==> images/congestion_map.png <==
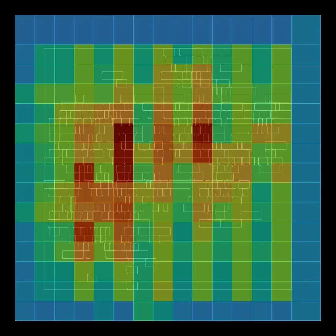
==> images/clock_wires.png <==
Drawn at 4 px/um.
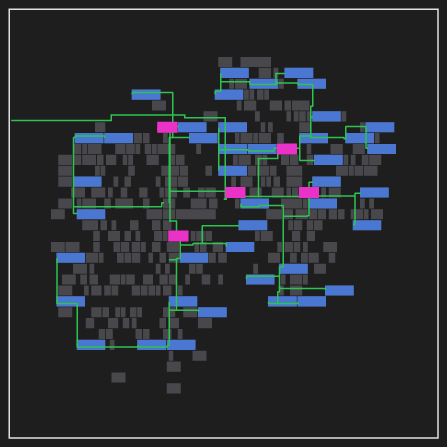
`src/rtl/countdown_timer_if.sv`:
```
// ---------------------------------------------------------------------------
// countdown_timer_if
// Groups the keypad / control strobes and the display / status outputs of the
// countdown timer into one bundle.
//   master : drives keypad and control inputs, observes display and status
//   slave  : the timer itself
// Signals:
//   digit[3:0], digit_valid     keypad BCD digit and its one-cycle qualifier
//   start, stop, clear          one-cycle control strobes
//   door_open                   door sensor level (1 = open)
//   min, sec_tens, sec_ones     BCD display digits m:ss
//   running                     magnetron enable
//   done                        countdown finished, held until clear
// ---------------------------------------------------------------------------
interface countdown_timer_if;
    logic [3:0] digit;
    logic       digit_valid;
    logic       start;
    logic       stop;
    logic       clear;
    logic       door_open;
    logic [3:0] min;
    logic [3:0] sec_tens;
    logic [3:0] sec_ones;
    logic       running;
    logic       done;

    modport master (
        output digit, digit_valid, start, stop, clear, door_open,
        input  min, sec_tens, sec_ones, running, done
    );

    modport slave (
        input  digit, digit_valid, start, stop, clear, door_open,
        output min, sec_tens, sec_ones, running, done
    );
endinterface

```
`src/rtl/countdown_timer.sv`:
```
// ---------------------------------------------------------------------------
// countdown_timer
// Microwave-style m:ss countdown timer with keypad entry, quick start,
// pause/resume and a latched completion flag.
// Ports:
//   clock       sole clock, rising edge
//   reset_n     synchronous active-low reset
//   bus         countdown_timer_if.slave (keypad/control in, display/status out)
// Parameters:
//   TICKS_PER_SEC  clock cycles per timer second (>= 2)
//   QUICK_SECS     seconds loaded by a start at 0:00 in IDLE (1..59)
// Build option:
//   DOOR_INTERLOCK_EN  when defined, an open door pauses a running count and
//                      blocks start; when undefined door_open is ignored.
//
// state      | meaning
// -----------+-------------------------------------------------------------
// ST_IDLE    | waiting for entry/start, prescaler held at 0
// ST_RUNNING | counting down, running=1
// ST_PAUSED  | count frozen, entry allowed, start resumes
// ST_DONE    | reached 0:00, done=1 until clear
// ---------------------------------------------------------------------------
module countdown_timer #(
    parameter int TICKS_PER_SEC = 50000000,
    parameter int QUICK_SECS    = 30
) (
    input  logic                clock,
    input  logic                reset_n,
    countdown_timer_if.slave    bus
);

    localparam int             PW         = $clog2(TICKS_PER_SEC);
    localparam logic [PW-1:0]  PRESC_TC   = PW'(TICKS_PER_SEC - 1);
    localparam logic [3:0]     QUICK_TENS = 4'(QUICK_SECS / 10);
    localparam logic [3:0]     QUICK_ONES = 4'(QUICK_SECS % 10);

    typedef enum logic [1:0] {
        ST_IDLE,
        ST_RUNNING,
        ST_PAUSED,
        ST_DONE
    } state_t;

    state_t          r_state;
    logic [PW-1:0]   r_presc;
    logic [3:0]      r_min;
    logic [3:0]      r_sec_tens;
    logic [3:0]      r_sec_ones;
    logic            r_running;
    logic            r_done;

    logic            w_door_open;
    logic            w_start_ok;
    logic            w_digit_ok;
    logic            w_time_zero;
    logic            w_wrap;
    logic [3:0]      w_dec_min;
    logic [3:0]      w_dec_tens;
    logic [3:0]      w_dec_ones;
    logic            w_dec_zero;

`ifdef DOOR_INTERLOCK_EN
    assign w_door_open = bus.door_open;
`else
    assign w_door_open = 1'b0;
`endif

    assign w_start_ok  = bus.start && !w_door_open;
    // sec_ones must stay 0-5 so it can legally shift into the tens position
    assign w_digit_ok  = bus.digit_valid && (bus.digit <= 4'd9) && (r_sec_ones <= 4'd5);
    assign w_time_zero = (r_min == 4'd0) && (r_sec_tens == 4'd0) && (r_sec_ones == 4'd0);
    assign w_wrap      = (r_presc == PRESC_TC);

    // BCD borrow chain for one elapsed second
    always_comb begin
        w_dec_min  = r_min;
        w_dec_tens = r_sec_tens;
        w_dec_ones = r_sec_ones;
        if (r_sec_ones != 4'd0) begin
            w_dec_ones = r_sec_ones - 4'd1;
        end else begin
            w_dec_ones = 4'd9;
            if (r_sec_tens != 4'd0) begin
                w_dec_tens = r_sec_tens - 4'd1;
            end else begin
                w_dec_tens = 4'd5;
                w_dec_min  = r_min - 4'd1;
            end
        end
        w_dec_zero = (r_min == 4'd0) && (r_sec_tens == 4'd0) && (r_sec_ones == 4'd1);
    end

    always_ff @(posedge clock) begin
        if (!reset_n) begin
            r_state    <= ST_IDLE;
            r_presc    <= '0;
            r_min      <= 4'd0;
            r_sec_tens <= 4'd0;
            r_sec_ones <= 4'd0;
            r_running  <= 1'b0;
            r_done     <= 1'b0;
        end else if (bus.clear) begin
            r_state    <= ST_IDLE;
            r_presc    <= '0;
            r_min      <= 4'd0;
            r_sec_tens <= 4'd0;
            r_sec_ones <= 4'd0;
            r_running  <= 1'b0;
            r_done     <= 1'b0;
        end else begin
            case (r_state)
                ST_IDLE, ST_PAUSED: begin
                    r_presc <= '0;
                    if (w_start_ok) begin
                        if (r_state == ST_IDLE && w_time_zero) begin
                            r_sec_tens <= QUICK_TENS;
                            r_sec_ones <= QUICK_ONES;
                        end
                        r_state   <= ST_RUNNING;
                        r_running <= 1'b1;
                    end else if (w_digit_ok) begin
                        r_min      <= r_sec_tens;
                        r_sec_tens <= r_sec_ones;
                        r_sec_ones <= bus.digit;
                    end
                end
                ST_RUNNING: begin
                    // door and stop both pause and suppress a coincident wrap
                    if (w_door_open || bus.stop) begin
                        r_state   <= ST_PAUSED;
                        r_running <= 1'b0;
                        r_presc   <= '0;
                    end else if (w_wrap) begin
                        r_presc    <= '0;
                        r_min      <= w_dec_min;
                        r_sec_tens <= w_dec_tens;
                        r_sec_ones <= w_dec_ones;
                        if (w_dec_zero) begin
                            r_state   <= ST_DONE;
                            r_running <= 1'b0;
                            r_done    <= 1'b1;
                        end
                    end else begin
                        r_presc <= r_presc + 1'b1;
                    end
                end
                default: begin
                    r_presc <= '0;
                end
            endcase
        end
    end

    assign bus.min      = r_min;
    assign bus.sec_tens = r_sec_tens;
    assign bus.sec_ones = r_sec_ones;
    assign bus.running  = r_running;
    assign bus.done     = r_done;

endmodule

```
`src/flat_wrapper.sv`:
```
// flat-port wrapper written by rule: the top's interface ports become plain ports
module countdown_timer_flat 
#(
    parameter int TICKS_PER_SEC = 50000000,
    parameter int QUICK_SECS    = 30
)
  (clock, reset_n, bus_digit, bus_digit_valid, bus_start, bus_stop, bus_clear, bus_door_open, bus_min, bus_sec_tens, bus_sec_ones, bus_running, bus_done);
  countdown_timer_if bus_i ();
  input  logic clock;
  input  logic reset_n;
  input wire logic [$bits(bus_i.digit)-1:0] bus_digit;
  input wire logic [$bits(bus_i.digit_valid)-1:0] bus_digit_valid;
  input wire logic [$bits(bus_i.start)-1:0] bus_start;
  input wire logic [$bits(bus_i.stop)-1:0] bus_stop;
  input wire logic [$bits(bus_i.clear)-1:0] bus_clear;
  input wire logic [$bits(bus_i.door_open)-1:0] bus_door_open;
  output wire logic [$bits(bus_i.min)-1:0] bus_min;
  output wire logic [$bits(bus_i.sec_tens)-1:0] bus_sec_tens;
  output wire logic [$bits(bus_i.sec_ones)-1:0] bus_sec_ones;
  output wire logic [$bits(bus_i.running)-1:0] bus_running;
  output wire logic [$bits(bus_i.done)-1:0] bus_done;
  assign bus_i.digit = bus_digit;
  assign bus_i.digit_valid = bus_digit_valid;
  assign bus_i.start = bus_start;
  assign bus_i.stop = bus_stop;
  assign bus_i.clear = bus_clear;
  assign bus_i.door_open = bus_door_open;
  assign bus_min = bus_i.min;
  assign bus_sec_tens = bus_i.sec_tens;
  assign bus_sec_ones = bus_i.sec_ones;
  assign bus_running = bus_i.running;
  assign bus_done = bus_i.done;
  countdown_timer #(.TICKS_PER_SEC(TICKS_PER_SEC), .QUICK_SECS(QUICK_SECS)) u_core (.clock(clock), .reset_n(reset_n), .bus(bus_i));
endmodule
```
`config.mk`:
```
export PLATFORM = sky130hd
export DESIGN_NAME = countdown_timer_flat
export DESIGN_NICKNAME = d
export VERILOG_FILES = /design/src/rtl/countdown_timer_if.sv /design/src/rtl/countdown_timer.sv /design/src/flat_wrapper.sv
export SDC_FILE = /design/constraint.sdc
export NUM_CORES = 1
export LEC_CHECK = 0
export CORE_MARGIN = 10
export CORE_UTILIZATION = 30
export CTS_CLUSTER_SIZE = 8
export DETAILED_ROUTE_END_ITERATION = 10
export GPL_TIMING_DRIVEN = 0
export SLEW_MARGIN = 20
export SYNTH_ARGS = -nofsm -noshare
export SYNTH_HDL_FRONTEND = slang
export SYNTH_SLANG_ARGS = --single-unit
```
`constraint.sdc`:
```
create_clock -name clock -period 3.65 [get_ports clock]
set_input_delay 0.9125 -clock clock [delete_from_list [all_inputs] [get_ports clock]]
set_output_delay 0.9125 -clock clock [all_outputs]
set_load 0.02 [all_outputs]
```
==> commit_impl_results.txt <==
Update PnR metrics after Yosys + OpenROAD run

- At the placement stage, the worst setup path has a slack of 0.8146 ns.
- For this run, asynchronously set or reset flops after synthesis account for 0.
* IO buf count: 23
- Group with the largest share of power: registers
- For this run, the share of the core covered by cells in the final layout is 0.3715.
* Main area contributors: sky130_fd_sc_hd__dfxtp_1 37%, sky130_fd_sc_hd__nor2_1 7.1%, sky130_fd_sc_hd__xnor2_1 5.4%, sky130_fd_sc_hd__xor2_1 3.9%, sky130_fd_sc_hd__nand2_1 3.7%
* Post-DP HPWL: 4.174 mm
* Clock Tree Buf Depth: 2
* Dominant kind of combinational cell: simple AND/OR/NAND/NOR gates
- The area taken by sequential standard cells is reported as 840.8 um^2.
- Per the synthesis report, the simple-gate share of the synthesized area is 0.3263.
- After filler insertion, the fill cell instance count of the layout stands at approximately 790.
- Arithmetic-cell share of the synthesized area counting full adders, half adders and majority gates: 0.01659
- Mapped Cells: approximately 280
- The routed design could run at a clock period as short as ~2.6 ns.
* Number of max-slew violations in the final report: 0
- Yosys mapped the design onto 53 distinct sky130hd cell types.
* Critical path data arrival time: roughly 2.8 ns
- Row count: 31
- Final-layout clock buffer total: 5
- The synthesized netlist has a Yosys-reported chip area of 0.002262 mm^2.
- The initial utilization of the core area, before any placement, comes to 0.3102.
* Fraction of final layout cells sized beyond drive strength 1: 0.07767
- Worst hold path type: reg -> reg
- In the power breakdown, the internal column shows 0.6676 mW.
- Unrepaired setup endpoints after global routing: false
- Largest net degree at the start of global routing: 16
* Largest register by flop count: u_core.r_presc
- Power Dens Cells: 351.2 mW/mm^2
- Power dissipated in the clock network: 0.319 mW
- Number of antenna violations at the first check in global routing: 0
* Synth-to-Final Area Change: 19.75%
- The switching component of the power was reported as 0.2838 mW.
- Result of the run: finished clean
- Max reg flops: 26
- Counting plain and timing-repair buffers in the layout gives 37.
- Fraction of area in clock buffers and inverters: 0.03418
* Sequential cell area fraction in the yosys report: 0.3717
* Chain of cells forming the critical path: clkdlybuf4s50_1 > nor2_1 > a41oi_1 > and2_0 > nor2_1 > a311oi_1
- Avg Synthesized Cell Area: 8.137 um^2
-- congestion_map.png (at the start) --
All-Layer GR Usage: 0.09955
GR Util met2: 0.1651
grt peak-use layer: met2
M3 GR Usage: 0.03234
fraction of met1 tracks used by global routing: 0.1186

-- clock_wires.png (at the start) --
legend:
  clock wires:
    colour: green
    length: 600 um
  flip-flops:
    colour: blue
    count: 42
  clock-net drivers:
    colour: magenta
    count: 5
routed clock nets: 6

worst paths after layout:
kind | from | to | slack [ns] | cells after the start
worst max register to register | u_core.bus.sec_ones[0] | u_core.bus.min[2] | 1.51 | 6
worst max-delay path | bus_start | u_core.bus.sec_ones[0] | 1.10 | 6
worst min register to register | u_core.r_presc[0] | u_core.r_presc[0] | 0.46 | 1
worst min-delay path | u_core.r_presc[0] | u_core.r_presc[0] | 0.46 | 1
per-layer routing:
metal,vias up,GRT usage,part of all wire
li1,1059,-,-
met1,971,0.1186,0.47
met2,55,0.1651,0.46
met3,13,0.03234,0.061
met4,0,0.03288,0.015
met5,-,0,0
Power and IR drop assume default switching activity.
